## src/rtl/wb_regfile_write_arbiter.sv

```systemverilog
// wb_regfile_write_arbiter
//
// Shares the single register-file write port between the pipeline
// write-back stage and the debug unit. A 1-entry skid buffer holds a
// pipeline write that a forced debug write displaced. The pipeline is
// stalled while that buffer is occupied. Writes to register 0 are
// suppressed (o_rf_we=0), but a debug write to register 0 is still acked.
//
// Grant priority, highest first:
//   buffer (if full)
//   forced debug (counter == MAX_WAIT)
//   pipeline
//   debug
//
// Latency: a write granted in cycle N appears on o_rf_* in cycle N+1.
//
// Optional build macro: WB_ARB_STATS_EN adds o_dbg_force_cnt and o_drop_err.
//
// Ports:
//   i_clock, i_reset         clock (rising edge), async active-low reset
//   i_wb_valid/addr/data     pipeline write-back request
//   i_dbg_req/addr/data      debug write request (level, held until ack)
//   o_dbg_ack                one-cycle pulse: debug write issued
//   o_pipe_stall             skid buffer occupied; pipeline must freeze
//   o_rf_we/addr/data        register-file write port
//   o_dbg_force_cnt          (stats) count of forced debug grants, saturating
//   o_drop_err               (stats) sticky: i_wb_valid seen while stalled
//
// Handshakes:
//   Debug is req/ack. The requester holds i_dbg_req with stable addr/data
//   until it sees o_dbg_ack, then drops or changes the request. A request
//   present while o_dbg_ack=1 is not eligible, so a lingering req is not
//   issued twice.
//   Pipeline has valid/stall semantics. i_wb_valid is ignored while
//   o_pipe_stall=1, and the pipeline re-presents its stage afterwards.
module wb_regfile_write_arbiter #(
  parameter int NB_DATA  = 32,
  parameter int NB_ADDR  = 5,
  parameter int MAX_WAIT = 4,
  parameter int NB_WAIT  = 4
) (
  input  logic               i_clock,
  input  logic               i_reset,
  input  logic               i_wb_valid,
  input  logic [NB_ADDR-1:0] i_wb_addr,
  input  logic [NB_DATA-1:0] i_wb_data,
  input  logic               i_dbg_req,
  input  logic [NB_ADDR-1:0] i_dbg_addr,
  input  logic [NB_DATA-1:0] i_dbg_data,
  output logic               o_dbg_ack,
  output logic               o_pipe_stall,
  output logic               o_rf_we,
  output logic [NB_ADDR-1:0] o_rf_addr,
  output logic [NB_DATA-1:0] o_rf_data
`ifdef WB_ARB_STATS_EN
  ,
  output logic [15:0]        o_dbg_force_cnt,
  output logic               o_drop_err
`endif
);

  localparam logic [NB_WAIT-1:0] WAIT_LIMIT = NB_WAIT'(MAX_WAIT);

  // Skid buffer. o_pipe_stall doubles as the buffer-full flag.
  logic [NB_ADDR-1:0] buf_addr;
  logic [NB_DATA-1:0] buf_data;
  logic [NB_WAIT-1:0] wait_cnt;

  // Grant decode
  logic               dbg_elig;
  logic               forced;
  logic               gnt_buf;
  logic               gnt_dbg;
  logic               gnt_wb;
  logic               capture;
  logic               gnt_any;
  logic [NB_ADDR-1:0] nxt_addr;
  logic [NB_DATA-1:0] nxt_data;

  always_comb begin
    dbg_elig = i_dbg_req && !o_dbg_ack;
    forced   = 1'b0;
    gnt_buf  = 1'b0;
    gnt_dbg  = 1'b0;
    gnt_wb   = 1'b0;
    nxt_addr = o_rf_addr;
    nxt_data = o_rf_data;
    if (o_pipe_stall) begin
      gnt_buf  = 1'b1;
      nxt_addr = buf_addr;
      nxt_data = buf_data;
    end else if (dbg_elig && (wait_cnt == WAIT_LIMIT)) begin
      forced   = 1'b1;
      gnt_dbg  = 1'b1;
      nxt_addr = i_dbg_addr;
      nxt_data = i_dbg_data;
    end else if (i_wb_valid) begin
      gnt_wb   = 1'b1;
      nxt_addr = i_wb_addr;
      nxt_data = i_wb_data;
    end else if (dbg_elig) begin
      gnt_dbg  = 1'b1;
      nxt_addr = i_dbg_addr;
      nxt_data = i_dbg_data;
    end
    // A debug grant with a live pipeline request can only be the forced
    // case, and the buffer is empty whenever that branch is reached.
    capture = gnt_dbg && i_wb_valid;
    gnt_any = gnt_buf || gnt_dbg || gnt_wb;
  end

  always_ff @(posedge i_clock or negedge i_reset) begin
    if (!i_reset) begin
      o_dbg_ack    <= 1'b0;
      o_pipe_stall <= 1'b0;
      o_rf_we      <= 1'b0;
      o_rf_addr    <= '0;
      o_rf_data    <= '0;
      buf_addr     <= '0;
      buf_data     <= '0;
      wait_cnt     <= '0;
    end else begin
      o_dbg_ack <= gnt_dbg;
      o_rf_we   <= gnt_any && (nxt_addr != '0);
      if (gnt_any) begin
        o_rf_addr <= nxt_addr;
        o_rf_data <= nxt_data;
      end

      if (capture) begin
        o_pipe_stall <= 1'b1;
        buf_addr     <= i_wb_addr;
        buf_data     <= i_wb_data;
      end else if (gnt_buf) begin
        o_pipe_stall <= 1'b0;
      end

      // Counts only cycles in which debug was eligible and lost.
      if (!i_dbg_req || gnt_dbg) begin
        wait_cnt <= '0;
      end else if (dbg_elig && (wait_cnt != WAIT_LIMIT)) begin
        wait_cnt <= wait_cnt + 1'b1;
      end
    end
  end

`ifdef WB_ARB_STATS_EN
  always_ff @(posedge i_clock or negedge i_reset) begin
    if (!i_reset) begin
      o_dbg_force_cnt <= '0;
      o_drop_err      <= 1'b0;
    end else begin
      if (forced && (o_dbg_force_cnt != 16'hFFFF)) begin
        o_dbg_force_cnt <= o_dbg_force_cnt + 16'd1;
      end
      if (i_wb_valid && o_pipe_stall) begin
        o_drop_err <= 1'b1;
      end
    end
  end
`endif

endmodule
```

## config.mk

```make
export PLATFORM = sky130hd
export DESIGN_NAME = wb_regfile_write_arbiter
export DESIGN_NICKNAME = d
export VERILOG_FILES = /design/src/rtl/wb_regfile_write_arbiter.sv
export SDC_FILE = /design/constraint.sdc
export NUM_CORES = 1
export LEC_CHECK = 0
export CORE_MARGIN = 10
export CORE_UTILIZATION = 37
export DETAILED_ROUTE_END_ITERATION = 16
export HOLD_SLACK_MARGIN = 0.1
export PLACE_DENSITY_LB_ADDON = 0.12
export SETUP_SLACK_MARGIN = 0.05
export SYNTH_ARGS = -nofsm -noshare
export SYNTH_HDL_FRONTEND = slang
export SYNTH_SLANG_ARGS = --single-unit
```

## constraint.sdc

```tcl
create_clock -name i_clock -period 5.6 [get_ports i_clock]
set_input_delay 0.56 -clock i_clock [delete_from_list [all_inputs] [get_ports i_clock]]
set_output_delay 0.56 -clock i_clock [all_outputs]
set_load 0.03 [all_outputs]
```

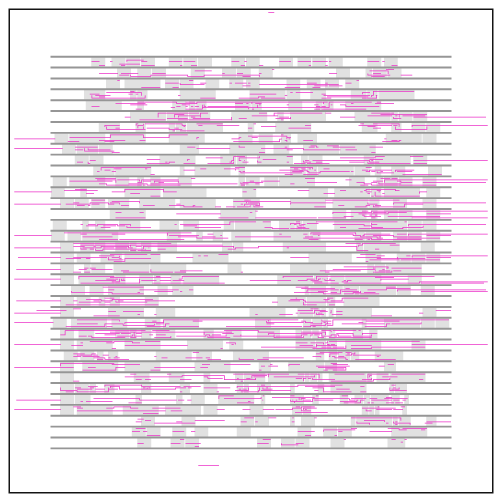
Figure 1: the metal 1 layer.
(4 px per µm) Supply wires on this layer in grey. Cells faint in the background.
The longest straight run is 35.4 µm. 434 nets have wire on it. The layer carries 4680 µm of wire. The layer holds 46% of the routed length.

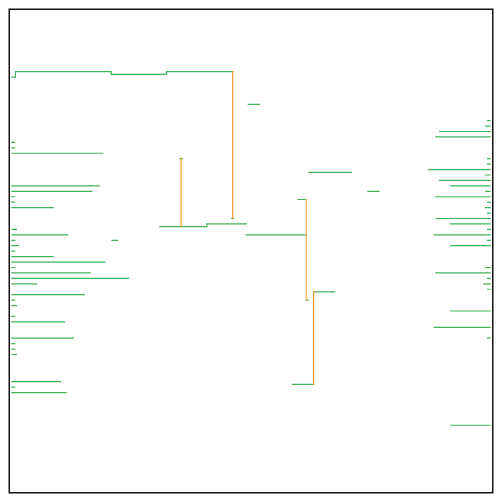
Figure 2: wiring by layer.
(4 px per µm) Only two layers are drawn.
Orange is metal 4, wire length 102 µm. Green is metal 3, wire length 576 µm.

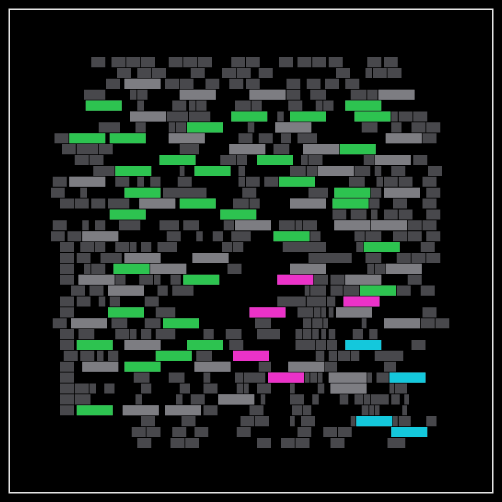
Figure 3: sequential cells grouped by signal name.
(4 px per µm) Other sequential cells in the stronger grey, the rest of the logic in the fainter grey.
Green is `buf_data`, placed flops 32. Cyan is `wait_cnt`, placed flops 4, where bottom right. Magenta is `buf_addr`, placed flops 5.
Another 40 sequential cells are not coloured.

==> run summary <==
impl run done, here's what came out: switching power=0.477 mW, yosys stat cell total=298, mapped cell area=3730 µm², number of clock sinks=81, Top Metal Used=met4, final WL=10200 µm, count of final setup violators=0, Site Rows=36, initial antenna violation count=0, relative slew slack=30.0%, H-tree levels=3, bufs w/o clock=120, die height=120 µm, max cap viols=0, Top cell area share=54.3%, Critical Path End=o_pipe_stall, Syn Inst Count=298, outcome=complete, no violations, setup tns final=0 ns, Layout clock buffers=11, final design area excluding fillers=5240 µm², flip-flops=81, count of final hold-check violations=0, signal buffers share of area=22.7%, clock network fraction of total power=30.4%, first-pass GRT wire length=16700 µm, CP top delay family=flip-flops, Layout Skew=0.00969 ns, largest net degree at the start of global routing=82, DR iter-0 viols=177, XORs/XNORs by Area=0.704%, sw frac=28.1%, post-CTS resize count=0, largest class=flip-flops and latches, CTS tree=done, Log Warnings=27, Synthesized Nets=378, placed cell area=5000 µm², average vias per placed instance=5.13, Synth warnings=0, most numerous logic cell after layout=clkdlybuf4s50_1, period utilization=48.4%, Adder Area Share=0.670%, PD cells=324 nW/µm², post-CTS setup buffer count=0, WL met3=576 µm, Die Wd=120 µm, CP Class=register to primary output, ANT cells=0, Final Critical Period=2.71 ns, CP Capture Type=primary output, Comb area share=30.1%, Synth area leader=dfrtp_1, Seq pwr share=44.7%, MUX share of area=20.5%, Critical Path Start=o_pipe_stall, Worst Path Max Fanout=45, most instantiated logic cells after routing=clkdlybuf4s50_1 (116), dfrtp_1 (80), o21ai_0 (36), Top logic family=multiplexers, Crit path depth=1, Remaining Overflow, GRT=0, Reg area=2030 µm², Seq share, synth=54.3%, and+or+nand+nor area frac=5.19%, share of cells above drive strength 1=15.0%, Clock Path Buffers=2, most numerous cell in the Yosys netlist=dfrtp_1, area grow syn2layout=40.4%, DRC Markers=0, leakage power=2.26 nW, Data required, critical path=5.04 ns, drt pass-1 iters=4, clk pwr=0.517 mW, WL met1=4680 µm, Root Buffer=clkbuf_8, GPL Wtd Cong=0.812, Place WS=2.53 ns, EDFF count, synth=0, Comb area=1580 µm², aoi share=14.8%, reg2reg start=o_pipe_stall, reg2reg path depth=4, Cell Chain, Critical Path=clkdlybuf4s50_1, Distinct lib cells used=34
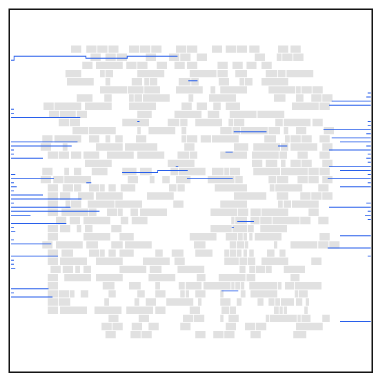
Figure 4: met3 routing.
(3 px per µm) Cells faint in the background.
The longest straight run is 29.2 µm. The layer holds 5.6% of the routed length. The wires run mostly horizontal. The layer carries 576 µm of wire. 68 nets have wire on it.

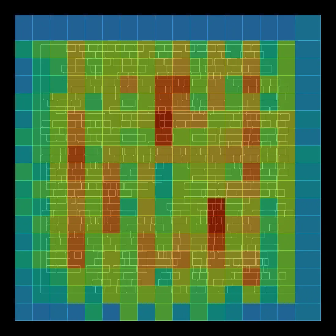
Figure 5: routing congestion.
Avg WL per Cell: 18.7 µm
met1 Resource Use GR: 18.1%
post-layout util: 53.4%
met2 usage: 22.5%
GRT met3 Usage: 3.86%

Power and IR drop assume default switching activity.
